Figure 1. M2 wires.
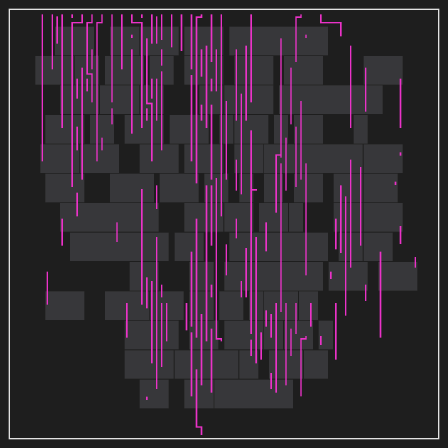
Figure 2. Placement view.
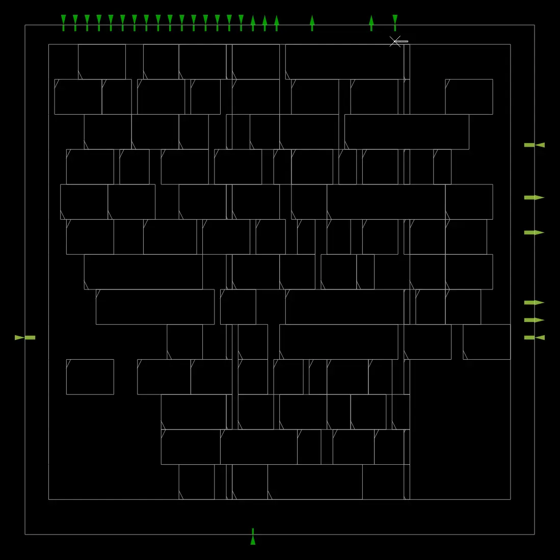
Figure 3. Gate-type map.
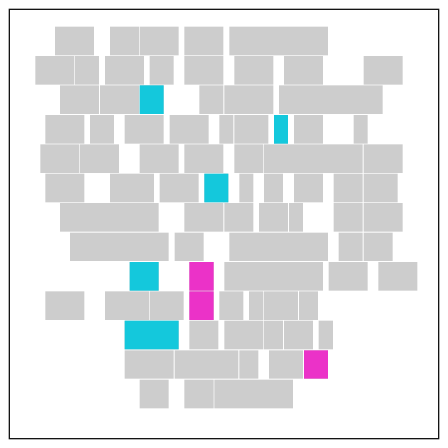
Figure 4. Cell density map.
8 x 8 tiles, from white (low) to dark blue (high), 0 to 100% covered.
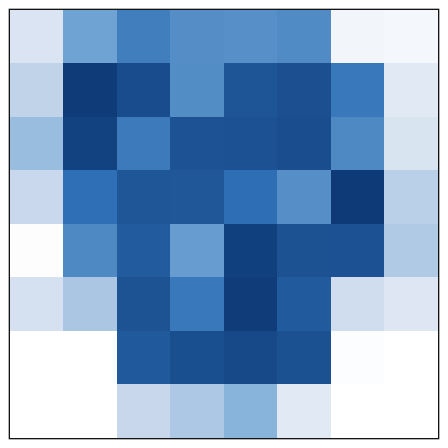
Figure 5. The metal 1 layer.
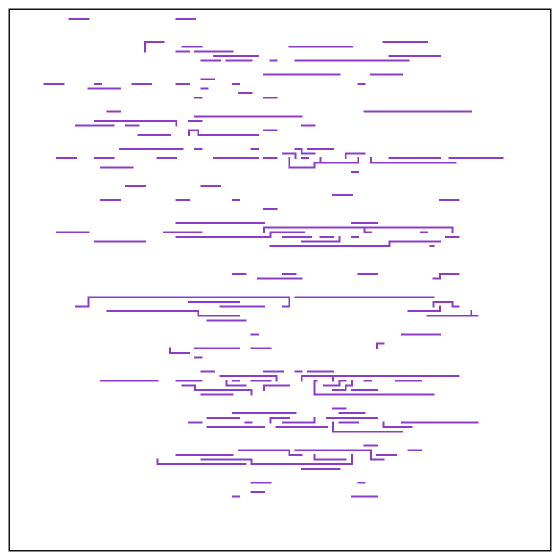
===== src/rtl/cc_tracker.sv =====
// cc_tracker
// Condition-code scoreboard for an in-order pipeline. It holds the
// architectural NZP register and counts the CC-setting instructions that
// have issued but not yet retired. A branch may resolve only once no CC
// writers remain in flight (cc_valid).
//
// Optional feature: define CC_TRACKER_FWD_EN to forward the CC generated at
// writeback straight to nzp/cc_valid in the cycle the last writer retires.
module cc_tracker #(
    parameter int MAX_PENDING = 4
) (
    input  logic                               clk,
    input  logic                               rst,
    input  logic                               issue_setcc,
    output logic                               issue_ready,
    input  logic                               wb_setcc,
    input  logic [15:0]                        wb_result,
    input  logic                               flush,
    output logic [2:0]                         nzp,
    output logic                               cc_valid,
    output logic [$clog2(MAX_PENDING+1)-1:0]   pending,
    output logic                               err
);

    localparam int PW = $clog2(MAX_PENDING + 1);
    localparam logic [PW-1:0] MaxCount = PW'(MAX_PENDING);
    localparam logic [PW-1:0] OneCount = PW'(1);
    localparam logic [2:0]    NzpReset = 3'b010;

    logic [2:0]    nzp_q;
    logic [2:0]    nzp_d;
    logic [PW-1:0] pending_q;
    logic [PW-1:0] pending_d;
    logic          err_q;
    logic          err_d;

    logic [2:0]    ccGen;
    logic          slotFree;
    logic          issueAccept;
    logic          issueReject;
    logic          underflow;

    // Encode the writeback value as a one-hot N/Z/P condition code.
    always_comb begin
        ccGen = 3'b001;
        if (wb_result[15]) begin
            ccGen = 3'b100;
        end else if (wb_result == 16'h0000) begin
            ccGen = 3'b010;
        end
    end

    // A full tracker still accepts an issue when a retire frees a slot this cycle.
    assign slotFree    = !((pending_q == MaxCount) && !wb_setcc);
    assign issueAccept = issue_setcc && slotFree;
    assign issueReject = issue_setcc && !slotFree;
    assign underflow   = wb_setcc && (pending_q == '0);

    // Next-state for the in-flight counter; flush squashes everything, underflow saturates at zero.
    always_comb begin
        pending_d = pending_q;
        if (flush) begin
            pending_d = '0;
        end else if (issueAccept && !wb_setcc) begin
            pending_d = pending_q + OneCount;
        end else if (!issueAccept && wb_setcc && !underflow) begin
            pending_d = pending_q - OneCount;
        end
    end

    // Next-state for the CC register and the sticky error flag.
    always_comb begin
        nzp_d = nzp_q;
        if (wb_setcc) begin
            nzp_d = ccGen;
        end
        err_d = err_q || issueReject || underflow;
    end

    // State registers with asynchronous reset.
    always_ff @(posedge clk or posedge rst) begin
        if (rst) begin
            nzp_q     <= NzpReset;
            pending_q <= '0;
            err_q     <= 1'b0;
        end else begin
            nzp_q     <= nzp_d;
            pending_q <= pending_d;
            err_q     <= err_d;
        end
    end

`ifdef CC_TRACKER_FWD_EN
    logic fwdHit;

    // Bypass the register when the final outstanding writer retires this cycle.
    always_comb begin
        fwdHit   = wb_setcc && (pending_q == OneCount) && !issue_setcc;
        nzp      = fwdHit ? ccGen : nzp_q;
        cc_valid = rst || (pending_q == '0) || fwdHit;
    end
`else
    // Purely registered view: cc_valid rises the cycle after the last retire.
    always_comb begin
        nzp      = nzp_q;
        cc_valid = rst || (pending_q == '0);
    end
`endif

    assign issue_ready = rst || slotFree;
    assign pending     = pending_q;
    assign err         = err_q;

endmodule


===== config.mk =====
export PLATFORM = sky130hd
export DESIGN_NAME = cc_tracker
export DESIGN_NICKNAME = d
export VERILOG_FILES = /design/src/rtl/cc_tracker.sv
export SDC_FILE = /design/constraint.sdc
export NUM_CORES = 1
export LEC_CHECK = 0
export CAP_MARGIN = 20
export CORE_MARGIN = 1.5
export CORE_UTILIZATION = 33
export CTS_CLUSTER_DIAMETER = 40
export CTS_CLUSTER_SIZE = 25
export DETAILED_ROUTE_END_ITERATION = 12
export PLACE_DENSITY = 0.76
export SYNTH_ARGS = -nofsm -noshare
export SYNTH_HDL_FRONTEND = slang
export SYNTH_SLANG_ARGS = --single-unit

===== constraint.sdc =====
create_clock -name clk -period 1.8 [get_ports clk]
set_input_delay 0.27 -clock clk [delete_from_list [all_inputs] [get_ports clk]]
set_output_delay 0.27 -clock clk [all_outputs]
set_load 0.005 [all_outputs]

==> qor.txt <==
Chip area: 1570 um^2
Post-route minimum period: 1.69 ns
Nets@finish: 106
Diodes inserted: 0
Die Ht: 39.6 um
Final wirelength: 1.16 mm
Drc violations: 2
Wirelength per Cell: 11.8 um
Final hold violations: 0
Insertion Delay late pin: 0.26 ns
Die width: 39.6 um
Reg2reg start: pending[2]
Critical Path Sink Type: register
Failing checks: DRC
Avg Cell Area, Syn: 10.3 um^2
Power Density: 626 nW/um^2
Postcts setup bufs: 0
Status: finished, violations left
Final period utilization: 0.941
Startpoint types: input pin
Peak supply drop: 0.315 mV
Synth Flop Type: dfrtp_1
Synthesis-to-finish area growth: 89.0%
Flops out of synthesis: 7
About Figure 1:
main direction: vertical
nets with wire on the layer: 95
share of all routed wire: 55%
longest straight run: 18.7 um

About Figure 2:
total core area: 1270 um^2
fin cells: 98

About Figure 3:
| color | family | cells | most used |
|---|---|---|---|
| magenta | and/or cells | 3 | or3_1 |
| cyan | nand cells | 5 | nand4_1 |

About Figure 4:
tiles over 75% full: 34%
nearly empty tiles: 14%
mean over tiles: 52%
fullest tile: 96%
fp util: 0.348
final core utilization: 0.658

About Figure 5:
share of all routed wire: 38%
longest straight run: 14.7 um
nets with wire on the layer: 90
wire length on this layer: 435 um
main direction: horizontal

layout make-up:
class,count,area [um^2]
inverters,4,15.0
flip-flops and latches,7,176
well taps,15,18.8
repair buffers,38,365
multi-input cells,30,233
clock buffers,4,26.3
fillers,119,434
cells in the mapped netlist (2+ instances only):
master | number | share of area
nor2_1 | 2 | 0.017
inv_1 | 4 | 0.034
nor4_1 | 4 | 0.057
a21oi_1 | 2 | 0.023
or3_1 | 2 | 0.028
dfrtp_1 | 6 | 0.34
nand4_1 | 2 | 0.028
worst max path at each step:
stage / startpoint / end / slack (ns) / cells after the start
finish: wb_setcc / pending[2] / 0.11 / 6
global route: wb_setcc / pending[2] / 0.02 / 6
CTS: wb_setcc / issue_ready / 0.004 / 5
detailed placement: issue_setcc / pending[2] / -0.18 / 6
global placement: issue_setcc / pending[2] / -0.11 / 6
floorplan: pending[0] / pending[2] / 0.13 / 5
registers in the layout, summed over array words and instances, names as in the netlist:
| name | flops |
|---|---|
| pending | 3 |
| nzp | 3 |
| err | 1 |
critical path: stages:
cell and delay [ns]:
clkdlybuf4s50_1 0.49, nand2b_4 0.13, a21oi_1 0.05, fa_1 0.42, o311ai_0 0.35, a31oi_1 0.12
cell families (layout without fill, tap and decap cells):
kind of cell    count (synthesis)  count (layout)  share of synthesized area
compound gates                 11              11                      0.170
xor+xnor                        2               2                     0.0567
fa+ha+maj                       1               1                     0.0453
buf+inv                         6              46                     0.0793
flops                           7               7                      0.399
mux                             2               2                     0.0482
simple gates                   14              14                      0.201
report_power, final:
part / switching [mW] / internal (mW)
sequential: 0.0131 / 0.171
clock: 0.0638 / 0.0850
combinational: 0.0690 / 0.121
per-stage QoR:
| step | std cells | hold slack, ns | TNS [ns] |
|---|---|---|---|
| after detailed placement | 94 | 0.472 | -0.287 |
| after global placement | 94 | 0.444 | -0.200 |
| after CTS | 98 | 0.363 | 0 |
| after floorplan | 43 | 0.0890 | 0 |
| after global routing | 98 | 0.390 | 0 |
| final | 98 | 0.367 | 0 |
per-layer routing:
metal / GRT usage / routed length (um) / up-vias
li1: - / - / 242
met2: 0.287 / 639 / 12
met5: 0 / 0 / -
met3: 0.0852 / 58 / 3
met4: 0.103 / 24 / 0
met1: 0.189 / 434 / 229
timing repair:
action	CTS	global route
cloned	0	0
gates resized	3	2
setup endpoints to repair	2	2
Power is estimated from default activity; no workload was simulated.
